--- src/rtl/instr_adr_ctrl.sv ---
// Instruction address sequencer: holds the fetch pstate pair, advances it,
// arbitrates redirects (TRAP > EX > OF > FD) and drives the stage flushes.
module instr_adr_ctrl #(
  parameter int unsigned WORD_LENGTH = 32,
  parameter logic [WORD_LENGTH-1:0] RESET_PSTATE0 = '0,
  parameter logic [WORD_LENGTH-1:0] RESET_PSTATE1 = '0,
  parameter int unsigned INSTR_INC = 4,
  parameter int unsigned TRAP_BUBBLE = 2
) (
  input  logic                   clk,
  input  logic                   rst,
  input  logic                   inFdReady,
  input  logic                   inFdRedirect,
  input  logic                   inOfRedirect,
  input  logic                   inExRedirect,
  input  logic                   inTrapReq,
  input  logic [WORD_LENGTH-1:0] inFdPstate0,
  input  logic [WORD_LENGTH-1:0] inFdPstate1,
  input  logic [WORD_LENGTH-1:0] inOfPstate0,
  input  logic [WORD_LENGTH-1:0] inOfPstate1,
  input  logic [WORD_LENGTH-1:0] inExPstate0,
  input  logic [WORD_LENGTH-1:0] inExPstate1,
  input  logic [WORD_LENGTH-1:0] inTrapPstate0,
  input  logic [WORD_LENGTH-1:0] inTrapPstate1,
  input  logic                   inHaltReq,
  input  logic                   inResume,
  output logic [WORD_LENGTH-1:0] outPstate0,
  output logic [WORD_LENGTH-1:0] outPstate1,
  output logic                   outValid,
  output logic                   outFlushFd,
  output logic                   outFlushOf,
  output logic                   outFlushEx,
  output logic [1:0]             outState
);

  localparam int unsigned CW = $clog2(TRAP_BUBBLE + 1);
  localparam logic [CW-1:0] BUBBLE = CW'(TRAP_BUBBLE);
  localparam logic [CW-1:0] ONE = CW'(1);
  localparam logic [WORD_LENGTH-1:0] INC = WORD_LENGTH'(INSTR_INC);

  typedef enum logic [1:0] {
    BOOT = 2'd0,
    RUN  = 2'd1,
    TRAP = 2'd2,
    HALT = 2'd3
  } state_e;

  state_e state_q, state_d;
  logic [WORD_LENGTH-1:0] cur0_q, cur0_d;
  logic [WORD_LENGTH-1:0] cur1_q, cur1_d;
  logic [CW-1:0] cnt_q, cnt_d;

  logic sel_trap, sel_ex, sel_of, sel_fd;
  logic sel_redir;
  logic [WORD_LENGTH-1:0] tgt0, tgt1;

  // Fixed-priority winner; losers are simply dropped.
  always_comb begin
    sel_trap = inTrapReq;
    sel_ex   = !inTrapReq && inExRedirect;
    sel_of   = !inTrapReq && !inExRedirect && inOfRedirect;
    sel_fd   = !inTrapReq && !inExRedirect && !inOfRedirect
               && inFdRedirect;
    sel_redir = sel_ex || sel_of || sel_fd;
  end

  always_comb begin
    tgt0 = inFdPstate0;
    tgt1 = inFdPstate1;
    unique case (1'b1)
      sel_ex: begin
        tgt0 = inExPstate0;
        tgt1 = inExPstate1;
      end
      sel_of: begin
        tgt0 = inOfPstate0;
        tgt1 = inOfPstate1;
      end
      default: ;
    endcase
  end

  always_ff @(posedge clk or posedge rst) begin
    if (rst) begin
      state_q <= BOOT;
      cur0_q  <= RESET_PSTATE0;
      cur1_q  <= RESET_PSTATE1;
      cnt_q   <= '0;
    end else begin
      state_q <= state_d;
      cur0_q  <= cur0_d;
      cur1_q  <= cur1_d;
      cnt_q   <= cnt_d;
    end
  end

  always_comb begin
    state_d = state_q;
    cnt_d   = cnt_q;
    unique case (state_q)
      BOOT: state_d = RUN;
      RUN: begin
        if (sel_trap) begin
          state_d = TRAP;
          cnt_d   = BUBBLE;
        end else if (!sel_redir && inHaltReq) begin
          state_d = HALT;
        end
      end
      TRAP: begin
        if (sel_trap) begin
          cnt_d = BUBBLE;
        end else if (cnt_q <= ONE) begin
          state_d = RUN;
          cnt_d   = '0;
        end else begin
          cnt_d = cnt_q - ONE;
        end
      end
      HALT: begin
        if (sel_trap) begin
          state_d = TRAP;
          cnt_d   = BUBBLE;
        end else if (inResume) begin
          state_d = RUN;
        end
      end
      default: state_d = BOOT;
    endcase
  end

  // Address datapath: trap loads anywhere past BOOT, others only in RUN.
  always_comb begin
    cur0_d = cur0_q;
    cur1_d = cur1_q;
    if (state_q != BOOT && sel_trap) begin
      cur0_d = inTrapPstate0;
      cur1_d = inTrapPstate1;
    end else if (state_q == RUN) begin
      if (sel_redir) begin
        cur0_d = tgt0;
        cur1_d = tgt1;
      end else if (!inHaltReq && inFdReady) begin
        cur1_d = cur1_q + INC;
      end
    end
  end

  always_comb begin
    outValid   = (state_q == RUN);
    outFlushFd = 1'b0;
    outFlushOf = 1'b0;
    outFlushEx = 1'b0;
    if (state_q != BOOT && sel_trap) begin
      outFlushFd = 1'b1;
      outFlushOf = 1'b1;
      outFlushEx = 1'b1;
    end else if (state_q == RUN) begin
      outFlushFd = sel_ex || sel_of;
      outFlushOf = sel_ex;
    end
  end

  assign outPstate0 = cur0_q;
  assign outPstate1 = cur1_q;
  assign outState   = state_q;

endmodule
--- config.mk ---
export PLATFORM = sky130hd
export DESIGN_NAME = instr_adr_ctrl
export DESIGN_NICKNAME = d
export VERILOG_FILES = /design/src/rtl/instr_adr_ctrl.sv
export SDC_FILE = /design/constraint.sdc
export NUM_CORES = 1
export LEC_CHECK = 0
export ABC_AREA = 1
export CELL_PAD_IN_SITES_DETAIL_PLACEMENT = 1
export CELL_PAD_IN_SITES_GLOBAL_PLACEMENT = 2
export CORE_ASPECT_RATIO = 0.5
export CORE_MARGIN = 2
export CORE_UTILIZATION = 27
export DETAILED_ROUTE_END_ITERATION = 7
export DONT_BUFFER_PORTS = 1
export PLACE_DENSITY_LB_ADDON = 0.1
export SETUP_SLACK_MARGIN = 0.05
export SYNTH_ARGS = -nofsm -noshare
export SYNTH_HDL_FRONTEND = slang
export SYNTH_SLANG_ARGS = --single-unit
export TNS_END_PERCENT = 50
--- constraint.sdc ---
create_clock -name clk -period 1.8 [get_ports clk]
set_input_delay 0.18 -clock clk [delete_from_list [all_inputs] [get_ports clk]]
set_output_delay 0.18 -clock clk [all_outputs]
set_load 0.01 [all_outputs]
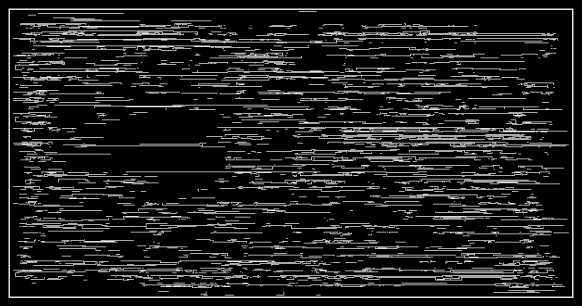
(run_1/m1.png)
share of all routed wire: 44%
longest straight run: 71.3 um
wire length on this layer: 10,700 um
nets with wire on the layer: 1,056
main direction: horizontal
M1 GR Usage: 28.39%
Vias: 6,097
drt total wl: 24,200 um

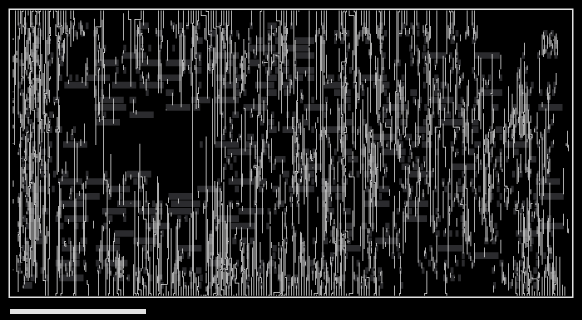
(run_1/m2.png)
Scale bar: 50 um. Cells faint in the background.
wire length on this layer: 11,800 um
main direction: vertical
share of all routed wire: 49%
met2 usage: 38.71%

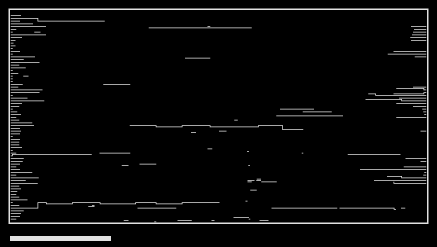
(run_1/m3.png)
Scale bar: 50 um.
main direction: horizontal
longest straight run: 50.6 um
share of all routed wire: 5.6%
wire length on this layer: 1,360 um
nets with wire on the layer: 132
met3 Track Usage GR: 5.677%

==> results.json, run 1 <==
{
  "status": "finished, final reports clean",
  "yosysWarnings": 0,
  "clock_latency_ns": 0.35,
  "dp_hpwl_um": 18660,
  "path_max_fanout": 14,
  "core_area_sq_um": 19730,
  "avgSynthCellArea_sq_um": 5.967,
  "drt-initial-drc-count": 309,
  "numCtsBuffers": 9,
  "powerDensity_nw_per_um2": 1649,
  "report.power.total_mw": 10.78,
  "r2r_setup_slack_ns": 0.20,
  "grt-ovfl-total": 0,
  "finalClockSkew_ns": 0.01229,
  "io_pins": 335,
  "fmax_ghz": 0.5990,
  "min_period_over_period_pct": 92.74,
  "clk_path_buf_depth": 2,
  "nNetsFinal": 1216,
  "syn_to_final_growth_pct": 18.45,
  "port_buffers": 0,
  "layout_top_cell": "nand2_1",
  "die_height_um": 105.1,
  "ff_latch_area_sq_um": 1712,
  "warning_count": 27,
  "clk_pin_slew_ns": 0.06,
  "final_cell_mix": "401 x nand2_1, 96 x nor2_1, 94 x nand3_1, 63 x a21oi_1, 60 x dfrtp_1",
  "ir_worst_vdd_v": 0.0005358,
  "hp-start": "inTrapPstate0[19]",
  "cts-root-buf": "clkbuf_16",
  "grt_first_pass_wirelength_um": 37140,
  "ys_seq_share_pct": 30.83,
  "cts_tree": "yes",
  "fp_util_pct": 27.97,
  "final_util_pct": 33.14,
  "drc": 0,
  "worstPathArrival_ns": 1.49,
  "post-route-min-period_ns": 1.669,
  "drt-pass1-iter-count": 4,
  "grt_pass1_vias": 6483,
  "synth_cell_type_count": 31,
  "synth-seq-cells": 68,
  "syn_area_sq_um": 5519,
  "slew-limit-headroom_pct": 71.31,
  "crit_start": "outState[0]",
  "rsz0062_at_grt": "no",
  "r2r_start": "outState[0]",
  "hold_viol": 0,
  "drv_cap": 0,
  "gp_congestion": 0.7982,
  "cp-start-kind": "register",
  "fin_cells": 1222,
  "die_w_um": 206.2,
  "cp-end-kind": "output pin",
  "worstMarginPinSlew_ns": 0.4303,
  "leakagePower_nw": 3.120,
  "fill_cells": 2604,
  "drt.antenna.violating_nets": 0,
  "viasPerCell": 4.989,
  "dp_cells": 1194,
  "syn-num-nets": 1191,
  "ys_area_sq_um": 5519,
  "slew_viol_final": 0
}
run 1: synthesized netlist by cell type:
cell type  number  area, sq um
nand2_1       403         1513
nor2_1        103        386.6
nand3_1        94        470.5
dfrtp_1        68         1702
a21oi_1        63        315.3
inv_1          35        131.4
o21ai_0        29        145.1
buf_2          23        115.1
o211ai_1       17        127.6
o21ai_1        16        80.08
buf_4          11        82.58
buf_6           8        90.09
and3_1          7        43.79
clkbuf_1        7        26.28
o21bai_1        6        45.04
inv_2           5        18.77
nand2_2         5        31.28
xor2_1          4        35.03
and2_1          3        18.77
nand4_1         3        18.77
nor2_2          3        18.77
nand2_4         2        22.52
xnor2_1         2        17.52
a211oi_1        1        7.510
a31oi_1         1        6.260
buf_1           1        3.750
ha_1            1        12.51
inv_4           1        6.260
nand3b_1        1        7.510
nor2_4          1        11.26
o41ai_1         1        8.760
run 1: registers in the layout (all words and copies together) (netlist names):
| register | cells |
|---|---|
| cnt_q | 2 |
| outPstate1 | 32 |
| outPstate0 | 32 |
| outState | 2 |
run 1: cells by family after synthesis:
group | after synthesis | synth area share (%)
xor+xnor | 6 | 0.9522
compound gates | 134 | 13.33
simple gates | 625 | 46.07
flops | 68 | 30.83
buf+inv | 91 | 8.592
fa+ha+maj | 1 | 0.2267
run 1: cell type report:
class / count / share of cell area [%]
well taps: 266 / 5.091
inverters: 41 / 2.603
clock inverters: 7 / 1.225
clock buffers: 9 / 3.445
diodes: 1 / 0.03828
flip-flops and latches: 68 / 26.18
multi-input cells: 766 / 52.02
repair buffers: 64 / 9.397
run 1: timing repair:
| action | 4_1_cts | 5_1_grt |
|---|---|---|
| hold buffers | 7 | 0 |
| gates cloned | 1 | 0 |
| pin swaps | 0 | 1 |
| endpoints found under the setup margin | 10 | 44 |
| buffers inserted | 0 | 3 |
| endpoints found under the hold margin | 74 | 0 |
| resized | 8 | 25 |
run 1: per-layer routing:
layer	vias up	global-route usage (%)	wire, um
met5	-	0	0
met4	0	3.980	295
met3	24	5.677	1360
met2	170	38.71	11800
met1	2881	28.39	10740
li1	3022	-	-
run 1: worst max-delay path, stage by stage, from the launching register on:
cell	delay (ns)
dfrtp_2	0.44
nand2_1	0.12
nand2_2	0.11
clkinv_4	0.10
buf_12	0.14
o21ai_0	0.09
buf_4	0.15
run 1: final timing paths:
kind                                  end  cells past startpoint
setup / recovery               outFlushFd                      6
hold / removal             outPstate0[19]                      2
setup reg to reg           outPstate0[27]                      7
hold reg to reg                  cnt_q[1]                      2
max in group asynchronous  outPstate1[19]                      3
min in group asynchronous   outPstate0[8]                      2
run 1: metrics by stage:
stage / area (sq um) / setup slack (ns) / TNS [ns]
floorplan: 5523 / 0.2494 / 0
detailed placement: 6013 / -0.1196 / -0.2568
global route: 6535 / 0.03619 / 0
CTS: 6441 / 0.04727 / 0
global placement: 6013 / -0.09542 / -0.1705
finish: 6538 / 0.1306 / 0
run 1: power by group:
part,switching [mW],internal [mW]
logic,3.39,2.07
registers,1.09,2.33
clock network,0.804,1.09
==> run 2, diff against run 1 <==
CORE_ASPECT_RATIO = unset   (was 0.5)
SLEW_MARGIN = 10   (was unset)
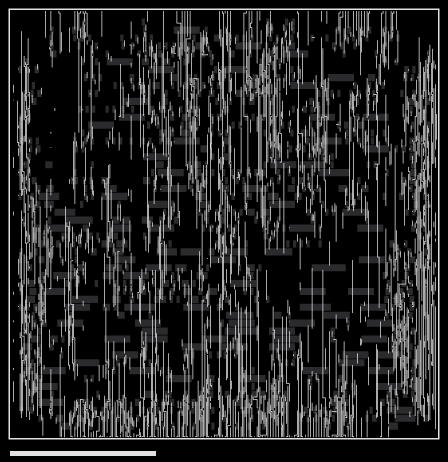
(run_2/m2.png)
Scale bar: 50 um. Cells faint in the background.
nets with wire on the layer: 975
main direction: vertical
wire length on this layer: 11,000 um
met2 usage: 36.71%
drt total wl: 24,340 um
Vias: 6,165

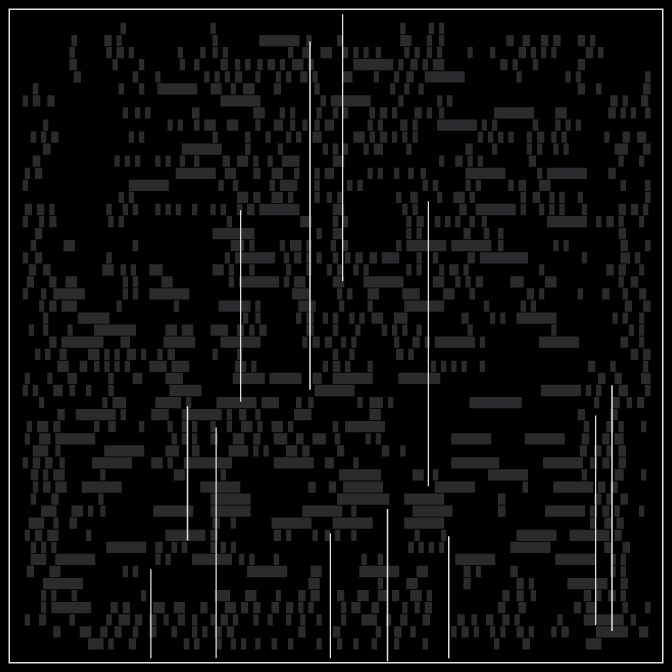
(run_2/m4.png)
Cells faint in the background.
share of all routed wire: 2.2%
longest straight run: 78.2 um

==> results.json, run 2 <==
{
  "status": "finished, final reports clean",
  "diodes": 0,
  "warning_count": 28,
  "clk_pin_slew_ns": 0.06,
  "path_max_fanout": 15,
  "min_to": "outPstate0[10]",
  "synth-seq-cells": 68,
  "die_height_um": 147.0,
  "grt_pass1_vias": 6469,
  "finalClockSkew_ns": 0.004706,
  "r2r_setup_slack_ns": 0.16,
  "power_frac_clock_pct": 18.7,
  "report.power.total_mw": 11.12,
  "gp_congestion": 0.8399,
  "crit_cells": 6,
  "simple_gate_share_pct": 46.07,
  "cp-start-kind": "register",
  "nNetsFinal": 1211,
  "min_period_over_period_pct": 93.72,
  "ir_worst_vdd_v": 0.0005663,
  "path_buffers": 3,
  "syn-num-nets": 1191,
  "ys_area_sq_um": 5519,
  "die_w_um": 147.0,
  "final_cell_mix": "400 x nand2_1, 94 x nor2_1, 94 x nand3_1, 63 x dfrtp_1, 62 x a21oi_1",
  "worstPathArrival_ns": 1.51,
  "cpMostUsedCell": "nand2_2",
  "synthXorXnorAreaFrac_pct": 0.9522,
  "powerDensity_nw_per_um2": 1685,
  "async_flop_share_pct": 100.0,
  "fp_util_pct": 27.36,
  "grt_first_pass_wirelength_um": 37690,
  "port_buffers": 0,
  "hp-start": "inTrapPstate0[10]",
  "mux_share_pct": 0,
  "slowest_delay_ns": 0.46,
  "rsz0062_at_grt": "yes",
  "cp_cell_sequence": "nand2_2, nand2_2, inv_6, buf_12, o21ai_0, buf_4",
  "netlist_logic_family_top": "simple AND/OR/NAND/NOR gates"
}
## run 2: netlist changes by cell type in the layout (fill, tap and decap cells not counted), moves of 2 or more
cell,previous run,this run
bufinv_16,1,3
dfrtp_2,8,5
buf_4,48,39
inv_6,4,1
dlygate4sd3_1,7,9
nor2_4,6,8
nor2_1,96,94
dfrtp_1,60,63
## run 2: stage by stage
step                setup slack, ns  hold slack, ns  TNS (ns)  utilization, %  instances
finish                       0.1131         0.01414         0           32.73       1219
global route                0.01184         0.01498         0           32.73       1219
CTS                         0.03314        0.003808         0           32.33       1219
detailed placement         -0.07605          0.1971   -0.1655           29.74       1192
global placement           -0.01955          0.1931  -0.02319           29.74       1192
floorplan                    0.2494          0.3367         0               -        925
## run 2: how the worst max path moves through the flow
stage | startpoint | to | slack, ns
2_1_floorplan | outPstate1[3] | outPstate1[22] | 0.25
3_3_place_gp | outPstate1[2] | outPstate1[28] | -0.02
3_5_place_dp | outPstate1[2] | outPstate1[28] | -0.08
4_1_cts | outPstate1[2] | outPstate1[16] | 0.03
5_1_grt | outState[1] | outFlushOf | 0.01
6_report | outState[1] | outFlushFd | 0.11
## run 2: power groups by stage
stage / registers [mW] / logic (mW) / clock network [mW]
finish: 3.37 / 5.67 / 2.08
global route: 3.47 / 6.47 / 2.20
CTS: 3.37 / 5.72 / 2.15
detailed placement: 3.38 / 5.46 / 0
global placement: 3.36 / 5.32 / 0
floorplan: 3.29 / 3.48 / 0
## run 2: routing by layer
| metal | routed length [um] | part of all wire, % | up-vias | track usage, % |
|---|---|---|---|---|
| met3 | 1735 | 7.1 | 31 | 5.528 |
| li1 | - | - | 3013 | - |
| met1 | 11020 | 45 | 2896 | 29.34 |
| met4 | 537 | 2.2 | 2 | 6.971 |
| met5 | 10 | 0.041 | - | 0 |
| met2 | 11030 | 45 | 223 | 36.71 |
## run 2: cells by family (layout without fill, tap and decap cells)
group                      Yosys count  after routing
buffers and inverters               91            115
DFF                                 68             68
adders and majority gates            1              1
AOI/OAI and AO/OA                  134            134
and+or+nand+nor                    625            625
xor gates and xnor gates             6              6
## run 2: area by class of cell
| class | count | area, sq um | share of cell area [%] |
|---|---|---|---|
| Timing Repair Buffer | 59 | 619.3 | 9.382 |
| Multi-Input combinational cell | 766 | 3422 | 51.84 |
| Sequential cell | 68 | 1708 | 25.87 |
| Clock buffer | 9 | 225.2 | 3.412 |
| Tap cell | 270 | 337.8 | 5.118 |
| Inverter | 41 | 175.2 | 2.654 |
| Clock inverter | 6 | 113.9 | 1.725 |
## run 2: timing repair
action                                  4_1_cts  5_1_grt
endpoints found under the setup margin       20       37
resized                                       8       24
hold buffers                                  9        0
cloned                                        2        0
endpoints found under the hold margin        76        0
setup buffers                                 1        0
==> run 3, diff against run 2 <==
--- a/config.mk
+++ b/config.mk
@@ -6,13 +6,14 @@
 export NUM_CORES = 1
 export LEC_CHECK = 0
-export ABC_AREA = 1
+export ABC_AREA = 0
 export CELL_PAD_IN_SITES_DETAIL_PLACEMENT = 1
 export CELL_PAD_IN_SITES_GLOBAL_PLACEMENT = 2
 export CORE_MARGIN = 2
-export CORE_UTILIZATION = 27
+export CORE_UTILIZATION = 29
 export DETAILED_ROUTE_END_ITERATION = 7
 export DONT_BUFFER_PORTS = 1
 export PLACE_DENSITY_LB_ADDON = 0.1
 export SETUP_SLACK_MARGIN = 0.05
+export SKIP_LAST_GASP = 1
 export SLEW_MARGIN = 10
 export SYNTH_ARGS = -nofsm -noshare
==> constraint.sdc (replaced) <==
create_clock -name clk -period 1.8 [get_ports clk]
set_input_delay 0.36 -clock clk [delete_from_list [all_inputs] [get_ports clk]]
set_output_delay 0.36 -clock clk [all_outputs]
set_load 0.01 [all_outputs]
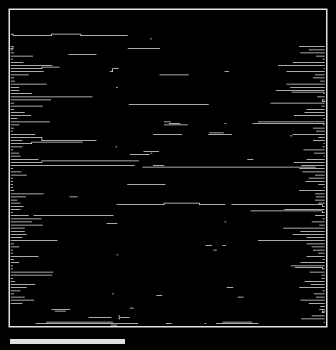
(run_3/m3.png)
Scale bar: 50 um.
longest straight run: 75.0 um
nets with wire on the layer: 203
wire length on this layer: 1,970 um
main direction: horizontal
drt total wl: 25,580 um
Vias: 5,824
met3 Track Usage GR: 7.064%

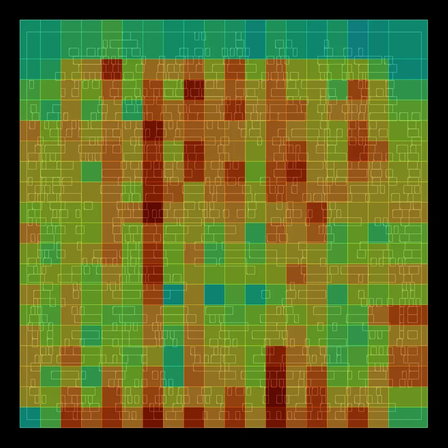
(run_3/congestion_map.png)
gr usage total: 26.58%
met2 usage: 47.37%
Final Util: 40.36%

==> results.json, run 3 <==
{
  "critPathRequiredTime_ns": 2.02,
  "warning_count": 29,
  "fp_util_pct": 29.70,
  "ys_area_sq_um": 5155,
  "min_to": "outState[0]",
  "nNetsFinal": 1023,
  "setup_violations": 13,
  "cp-end-kind": "register",
  "async_flop_share_pct": 100.0,
  "yosysWarnings": 0,
  "synth-seq-cells": 68,
  "die_w_um": 137.3,
  "finalClockSkew_ns": 0.006548,
  "ir_worst_vdd_v": 0.0005074,
  "powerDensity_nw_per_um2": 1685,
  "status": "complete, but fails checks",
  "worstPathArrival_ns": 2.09,
  "grt_max_degree": 44,
  "final_cell_mix": "145 x nand2_1, 102 x buf_4, 91 x o21ai_0, 65 x dfrtp_1, 38 x nor2_1",
  "grt-ovfl-total": 0,
  "grt_first_pass_wirelength_um": 36900,
  "gp_congestion": 0.9261,
  "finalSetupTns_ns": -0.4491,
  "port_buffers": 0,
  "rsz0062_at_grt": "yes",
  "cp-start-kind": "register",
  "timing.final.ws_setup_ns": -0.06452,
  "diodes": 0,
  "core_area_sq_um": 17360,
  "drv_cap": 0,
  "syn-num-nets": 938,
  "grt_pass1_vias": 6254,
  "min_period_over_period_pct": 103.6,
  "ys_seq_share_pct": 33.01,
  "path_max_fanout": 6,
  "power_frac_clock_pct": 16.4,
  "clk_pin_slew_ns": 0.06,
  "hp-start": "inTrapReq",
  "numCtsBuffers": 9,
  "violations": "negative setup slack",
  "die_height_um": 137.3
}
-- run 3: netlist changes by cell type after synthesis, sizes merged, moves of 20 or more --
cell,delta
a221oi,+49
o21ai,+50
nor2,-69
nand3,-77
a21oi,-20
inv,-32
nand2,-265
-- run 3: power groups by stage --
stage / Clock (mW) / Combinational [mW] / Sequential (mW)
6_report: 1.94 / 6.60 / 3.26
3_5_place_dp: 0 / 5.87 / 3.29
3_3_place_gp: 0 / 5.68 / 3.27
2_1_floorplan: 0 / 2.97 / 3.39
5_1_grt: 2.04 / 7.23 / 3.36
4_1_cts: 1.98 / 6.35 / 3.27
-- run 3: cell families after synthesis --
group | share of synthesized area, %
AND/OR/NAND/NOR | 25.41
AND-OR/OR-AND | 33.35
flip-flops | 33.01
buffers and inverters | 5.971
multiplexers | 1.165
XOR/XNOR | 0.8495
adder cells (fa/ha/maj) | 0.2427
-- run 3: through the flow --
| stage | setup WS [ns] | std cells | total power [mW] | hold slack (ns) | area [sq um] |
|---|---|---|---|---|---|
| after floorplan | -0.1600 | 672 | 6.355 | 0.4890 | 5159 |
| after global placement | -0.1902 | 948 | 8.946 | 0.3062 | 6173 |
| after detailed placement | -0.2984 | 948 | 9.155 | 0.3042 | 6173 |
| after CTS | -0.06449 | 982 | 11.60 | 0.1157 | 6803 |
| after global routing | -0.1310 | 986 | 12.63 | 0.1640 | 7005 |
| final | -0.06452 | 986 | 11.81 | 0.1278 | 7005 |
-- run 3: how the worst max path moves through the flow --
stage / from / endpoint / slack [ns] / cells after the start
final: outState[1] / outPstate1[25] / -0.06 / 7
after global routing: outState[1] / outPstate1[14] / -0.13 / 9
after CTS: outState[1] / outFlushOf / -0.06 / 4
after detailed placement: inExRedirect / outPstate1[13] / -0.30 / 6
after global placement: inExRedirect / outPstate1[13] / -0.19 / 6
after floorplan: outPstate1[2] / outPstate1[20] / -0.16 / 6
-- run 3: critical path, cell delays in order (launching register included) --
cell     delay [ns]
dfrtp_2        0.43
o21ai_4        0.19
inv_4          0.10
buf_12         0.15
a221o_1        0.31
a21oi_1        0.14
o31ai_1        0.08
or3b_1         0.35
-- run 3: repair_timing --
item / 4_1_cts / 5_1_grt
setup endpoints to repair: 25 / 49
pin swaps: 11 / 8
cloned: 1 / 2
hold buffers: 1 / 0
setup buffers: 17 / 2
hold endpoints to repair: 16 / 0
resized: 35 / 32
-- run 3: layout make-up --
class / count / area (sq um)
fill: 2048 / 10350
multi-input combinational: 539 / 3437
sequential: 68 / 1705
timing repair buffer: 130 / 1226
tap: 225 / 281.5
clock buffer: 9 / 225.2
clock inverter: 6 / 90.09
inverter: 9 / 40.04
-- run 3: metal layers --
layer  track usage, %  up-vias  wire, um  share of wire, %
met4            8.820        0       431               1.7
li1                 -     2684         -                 -
met2            47.37      256     13090                51
met1            30.76     2859     10100                39
met3            7.064       25      1966               7.7
met5                0        -         0                 0
No activity file was given, so power comes from the tool's default toggle rates.
